==> images/flops_by_reg.png <==
(3 px per um) Other sequential cells in the stronger grey, the rest of the logic in the fainter grey.
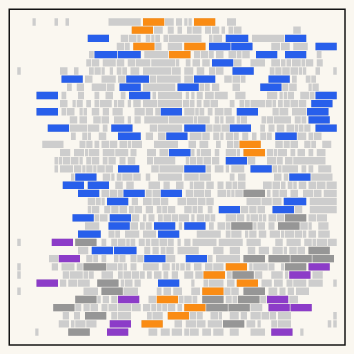
==> images/clocks.png <==
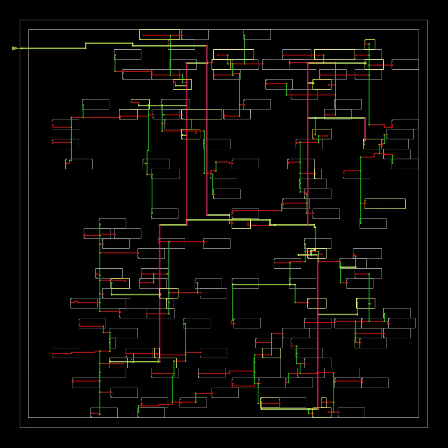
==> images/io_fan.png <==
(3 px per um)
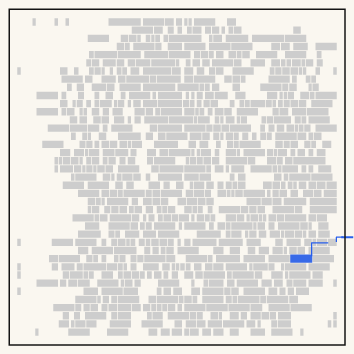
`src/rtl/isa_bus_pkg.sv`:
```
// Shared ISA bus constants: IRQ line indices and the IRQ controller register map.
// Also imported by SuperIO when wiring the irq_in vector.
package isa_bus_pkg;

    localparam int NUM_IRQ = 4;

    localparam int IRQ2_IDX  = 0;
    localparam int IRQ5_IDX  = 1;
    localparam int IRQ7_IDX  = 2;
    localparam int IRQ10_IDX = 3;

    typedef logic [NUM_IRQ-1:0] irq_vec_t;
    typedef logic [2:0]         reg_addr_t;

    localparam reg_addr_t REG_PENDING = 3'd0;
    localparam reg_addr_t REG_MASK    = 3'd1;
    localparam reg_addr_t REG_CLEAR   = 3'd2;
    localparam reg_addr_t REG_LEVEL   = 3'd3;
    localparam reg_addr_t REG_COUNT0  = 3'd4;

    // COUNT registers are laid out contiguously, one word per line.
    function automatic reg_addr_t count_addr(input int idx);
        return REG_COUNT0 + reg_addr_t'(idx);
    endfunction

endpackage

```
`src/rtl/isa_irq_filter.sv`:
```
// One ISA IRQ line: 2-flop synchroniser, stability glitch filter and rising-edge detect.
// The filtered level only changes after FILTER_CYCLES consecutive mismatching samples.
module isa_irq_filter #(
    parameter int FILTER_CYCLES = 8
) (
    input  logic clk,
    input  logic reset,
    input  logic raw,
    output logic sync_lvl,
    output logic filt_lvl,
    output logic rise
);

    localparam int CW = (FILTER_CYCLES > 1) ? $clog2(FILTER_CYCLES) : 1;
    localparam logic [CW-1:0] CNT_LAST = CW'(FILTER_CYCLES - 1);

    logic          meta_q;
    logic          sync_q;
    logic          filt_q;
    logic          rise_q;
    logic [CW-1:0] cnt_q;

    always_ff @(posedge clk) begin
        if (!reset) begin
            meta_q <= 1'b0;
            sync_q <= 1'b0;
            filt_q <= 1'b0;
            rise_q <= 1'b0;
            cnt_q  <= '0;
        end else begin
            meta_q <= raw;
            sync_q <= meta_q;
            rise_q <= 1'b0;
            if (sync_q == filt_q) begin
                cnt_q <= '0;
            end else if (cnt_q == CNT_LAST) begin
                // Level accepted; a 0->1 acceptance is the one-cycle event.
                filt_q <= sync_q;
                rise_q <= sync_q;
                cnt_q  <= '0;
            end else begin
                cnt_q <= cnt_q + 1'b1;
            end
        end
    end

    assign sync_lvl = sync_q;
    assign filt_lvl = filt_q;
    assign rise     = rise_q;

endmodule

```
`src/rtl/isa_irq_controller.sv`:
```
// ISA IRQ2/5/7/10 controller: filtered edge capture into PENDING, maskable HPS interrupt,
// saturating per-line event counters, all behind an Avalon-MM slave with registered reads.
module isa_irq_controller
    import isa_bus_pkg::*;
#(
    parameter int FILTER_CYCLES = 8,
    parameter int CNT_W         = 16
) (
    input  logic               clk,
    input  logic               reset,
    input  logic [NUM_IRQ-1:0] irq_in,
    input  logic               write,
    input  logic               read,
    input  logic [2:0]         address,
    input  logic [31:0]        writedata,
    output logic [31:0]        readdata,
    output logic               irq_hps
);

    irq_vec_t sync_lvl;
    irq_vec_t filt_lvl;
    irq_vec_t rise;

    for (genvar gi = 0; gi < NUM_IRQ; gi++) begin : g_line
        isa_irq_filter #(
            .FILTER_CYCLES(FILTER_CYCLES)
        ) u_filter (
            .clk     (clk),
            .reset   (reset),
            .raw     (irq_in[gi]),
            .sync_lvl(sync_lvl[gi]),
            .filt_lvl(filt_lvl[gi]),
            .rise    (rise[gi])
        );
    end

    irq_vec_t         pending_q, pending_d;
    irq_vec_t         mask_q, mask_d;
    logic [CNT_W-1:0] count_q [NUM_IRQ];
    logic [CNT_W-1:0] count_d [NUM_IRQ];
    logic [31:0]      readdata_q, readdata_d;
    logic [31:0]      rd_mux;
    logic             irq_hps_q, irq_hps_d;

    // Only the low NUM_IRQ data bits carry meaning for MASK and CLEAR.
    logic unused_wdata;
    assign unused_wdata = ^writedata[31:NUM_IRQ];

    always_comb begin
        pending_d = pending_q;
        mask_d    = mask_q;
        count_d   = count_q;

        if (write && address == REG_MASK) begin
            mask_d = writedata[NUM_IRQ-1:0];
        end
        if (write && address == REG_CLEAR) begin
            pending_d = pending_q & ~writedata[NUM_IRQ-1:0];
        end
        // Applied after the clear so a coincident event keeps its bit.
        pending_d = pending_d | rise;

        for (int i = 0; i < NUM_IRQ; i++) begin
            if (write && address == count_addr(i)) begin
                count_d[i] = rise[i] ? CNT_W'(1) : '0;
            end else if (rise[i] && count_q[i] != '1) begin
                count_d[i] = count_q[i] + 1'b1;
            end
        end

        irq_hps_d = |(pending_d & mask_d);
    end

    // Read mux looks at current state, so a same-cycle write is not yet visible.
    always_comb begin
        rd_mux = '0;
        case (address)
            REG_PENDING: rd_mux[NUM_IRQ-1:0]   = pending_q;
            REG_MASK:    rd_mux[NUM_IRQ-1:0]   = mask_q;
            REG_CLEAR:   rd_mux                = '0;
            REG_LEVEL:   rd_mux[2*NUM_IRQ-1:0] = {sync_lvl, filt_lvl};
            default:     rd_mux[CNT_W-1:0]     = count_q[address[1:0]];
        endcase
        readdata_d = read ? rd_mux : readdata_q;
    end

    always_ff @(posedge clk) begin
        if (!reset) begin
            pending_q  <= '0;
            mask_q     <= '0;
            readdata_q <= '0;
            irq_hps_q  <= 1'b0;
            for (int i = 0; i < NUM_IRQ; i++) begin
                count_q[i] <= '0;
            end
        end else begin
            pending_q  <= pending_d;
            mask_q     <= mask_d;
            readdata_q <= readdata_d;
            irq_hps_q  <= irq_hps_d;
            count_q    <= count_d;
        end
    end

    assign readdata = readdata_q;
    assign irq_hps  = irq_hps_q;

endmodule

```
`config.mk`:
```
export PLATFORM = sky130hd
export DESIGN_NAME = isa_irq_controller
export DESIGN_NICKNAME = d
export VERILOG_FILES = /design/src/rtl/isa_bus_pkg.sv /design/src/rtl/isa_irq_filter.sv /design/src/rtl/isa_irq_controller.sv
export SDC_FILE = /design/constraint.sdc
export NUM_CORES = 1
export LEC_CHECK = 0
export CAP_MARGIN = 20
export CORE_MARGIN = 2
export CORE_UTILIZATION = 52
export CTS_BUF_LIST = sky130_fd_sc_hd__clkbuf_8
export DETAILED_ROUTE_END_ITERATION = 10
export PLACE_DENSITY = 0.79
export SETUP_SLACK_MARGIN = 0.1
export SYNTH_ARGS = -nofsm -noshare
export SYNTH_HDL_FRONTEND = slang
export SYNTH_HIERARCHICAL = 1
export SYNTH_SLANG_ARGS = --single-unit
```
`constraint.sdc`:
```
create_clock -name clk -period 2 [get_ports clk]
set_input_delay 0.6 -clock clk [delete_from_list [all_inputs] [get_ports clk]]
set_output_delay 0.6 -clock clk [all_outputs]
set_load 0.01 [all_outputs]
```
==> run notes <==
Notes from the flow run.

Status:
- The flow ran to the end, and the final reports show no timing, DRC or antenna violations.

Timing:
- For this run, the top clock speed supported by timing is 551 MHz.
- The run puts the number of setup violations in the final report at 0.
- The run puts the worst-case headroom to the max-slew limit at between 60% and 70%.

Routing:
- The routed layout has roughly 5,700 vias.
- The run gives the post-detailed-route wirelength per cell as about 18 um.
- TritonRoute reported its final design rule violation total as 0.
- For this block, the routed nets add up to about 17,000 um of wire.
- The run gives the number of vias per cell as 6.29.
- The run gives the remaining number of nets flagged by the antenna check after routing as 0.

GRT:
- Global routing consumed, on the met2 layer, 42.8% of the routing resources.
- In the global route stage, met3 resource usage came out at 6.48%.
- The run puts the overall routing resource usage at a little over a quarter.
- The first global-routing pass estimated ~26,000 um of wire.
- The run puts the global-route congestion overflow total at 0.
- The run puts the met1 usage in global routing at about a third.

Synthesis:
- Ranked by instance count, the synthesized netlist is headed by 117 x dfxtp_1, 54 x a21oi_1, 38 x nand2_1, 31 x o21ai_0, 29 x nor2_1.
- The synthesized design contains 0 enable-type register cells.
- By area the synthesized netlist is led by dfxtp_1 39%, mux4_2 5.6%, a21oi_1 4.5%.
- The largest total area in the synthesized netlist belongs to dfxtp_1.
- The most common cell in the synthesized netlist is dfxtp_1.
- The run puts the share of Yosys cell area claimed by the top area cell type at between 30% and 40%.
- According to the Yosys statistics, the synthesized design has a chip area of 6000 um2.
- The run gives the share of synthesized area occupied by flip-flops and latches as about 39%.
- The run puts the instance count of the mapped netlist at approximately 650.
- The run puts the count of instantiated cells in the yosys netlist at between 600 and 700.
- Looking at the cell usage after synthesis, the top flip-flop cell is dfxtp_1.

Critical path:
- The run gives the critical path's slowest cell as or4_4.
- The run puts the required time of the worst setup path at between 2000 and 2500 ps.
- The run puts the minimum setup slack among reg-to-reg paths at between 150 and 200 ps.
- STA classifies the critical path startpoint as a register.

Die:
- In this run the horizontal extent of the chip is between 100 and 150 um.
- The run puts the height of the die at approximately 110 um.
- The run puts the total I/O pin count at 76.

Clocking:
- CTS placed an instance of clkbuf_8 at the clock tree root.
- The run gives the clock sink count as ~120.
- CTS built an H-tree with a depth of 4.

Finish:
- The run gives the share of post-route cells with drive strength above 1 as between 20% and 30%.
- Compared with the post-synthesis result, the final layout area differs by 25.7%.

Power and ir drop:
- The run gives the worst ir drop on vdd as around 570 uV.
- The run puts the standby leakage power at 0.00296 uW.

Min path:
- According to the hold report, the worst path is of the reg -> reg type.

Job:
- In this run the maximum-capacitance check reported violations numbering 0.

Placement:
- The run puts the last weighted congestion value of the routability-driven placer at approximately 0.9.
About flops_by_reg.png:
Purple stands for `g_line.u_filter/cnt_q`, flops 12. Orange stands for `readdata`, flops 16. Blue stands for `count_q`, flops 64.
Another 25 sequential cells are not coloured.

About clocks.png:
Fin Clk Skew: 9.91 ps
clock-net power: 2510 uW
TritonCTS Buffers: 17
latest clock arrival within the worst-skew pair: 460 ps

About io_fan.png:
Blue stands for `irq_hps`, bits 1, direction output, edge east, end cells 1, buffers 1, wire 13.5 um.

cells in the final DEF (no fill, tap or decap), types with 5 or more instances in the layout:
cell type / Yosys / routed
and2_1: 9 / 9
nand3b_1: 6 / 6
nor4_1: 7 / 6
nor2b_1: 17 / 17
mux2i_1: 27 / 25
or3_1: 22 / 21
nand3_1: 25 / 25
and4b_2: 4 / 5
nor2_1: 29 / 27
buf_4: 18 / 81
a211oi_1: 7 / 6
dlygate4sd2_1: 0 / 18
nor3_1: 9 / 9
inv_1: 13 / 16
nor3b_1: 5 / 5
nand4_1: 21 / 21
o31ai_1: 20 / 20
o21ai_0: 31 / 31
mux4_2: 15 / 15
or4_1: 21 / 20
dfxtp_1: 117 / 108
and4_1: 8 / 8
conb_1: 1 / 16
dfxtp_2: 0 / 9
nand2_1: 38 / 38
a21oi_1: 54 / 54
and3_1: 16 / 16
clkbuf_8: 0 / 20
ha_1: 12 / 10
clkdlybuf4s50_1: 0 / 11
bufinv_16: 0 / 5
routing by layer:
layer  vias to the layer above  routed length, um
li1                       2678                  -
met1                      2710               6570
met2                       293               8090
met3                        54               1450
met4                         0                632
met5                         -                  0
repair_timing:
item,in CTS,in global routing
hold buffers,0,0
cloned,0,0
setup endpoints to repair,33,39
buffers inserted,0,8
pin swaps,1,6
resized,23,27
final timing paths:
| kind | start | end | depth (start not counted) |
|---|---|---|---|
| setup / recovery | count_q[21] | count_q[31] | 4 |
| hold / removal | g_line[3].u_filter/meta_q | g_line[3].u_filter/sync_lvl | 1 |
| setup reg to reg | count_q[21] | count_q[31] | 4 |
| hold reg to reg | g_line[3].u_filter/meta_q | g_line[3].u_filter/sync_lvl | 1 |
where the power goes:
group / leakage [uW] / switching [uW] / internal [uW]
Combinational: 0.00177 / 157 / 144
Clock: 0.000242 / 948 / 1560
Sequential: 0.000950 / 9.88 / 2350
Total: 0.00296 / 1110 / 4050
state kept, by name (all words and copies together) (netlist names):
register	flops
g_line.u_filter/rise	4
g_line.u_filter/sync_lvl	4
g_line.u_filter/meta_q	4
irq_hps	1
count_q	64
g_line.u_filter/filt_lvl	4
pending_q	4
mask_q	4
readdata	16
g_line.u_filter/cnt_q	12
cell families after synthesis:
family	share of synthesized area, %
and+or+nand+nor	26.1
muxes	10.6
other	0.0625
buffers and inverters	5.04
xor gates and xnor gates	0.875
DFF	39.0
adders and majority gates	2.50
AOI/OAI and AO/OA	15.9
worst reg2reg max path: cells and delay by family, from the launching register on:
| kind | cells | cell delay [ps] |
|---|---|---|
| AND/OR/NAND/NOR | 3 | 1240 |
| AND-OR/OR-AND | 1 | 150 |
| flip-flops | 1 | 360 |
through the flow:
stage / hold slack [ps] / worst slack [ps] / std cells
finish: 433 / 184 / 912
global route: 454 / 92.9 / 912
CTS: 435 / 104 / 904
detailed placement: 419 / -447 / 872
global placement: 415 / -388 / 872
floorplan: 412 / 108 / 667
cell type report:
type / instances / area [um2]
clock inverters: 12 / 184
flip-flops and latches: 117 / 2350
clock buffers: 20 / 275
fillers: 874 / 3770
repair buffers: 117 / 992
multi-input cells: 489 / 3510
inverters: 14 / 52.6
well taps: 143 / 179
Power is estimated from default activity; no workload was simulated.
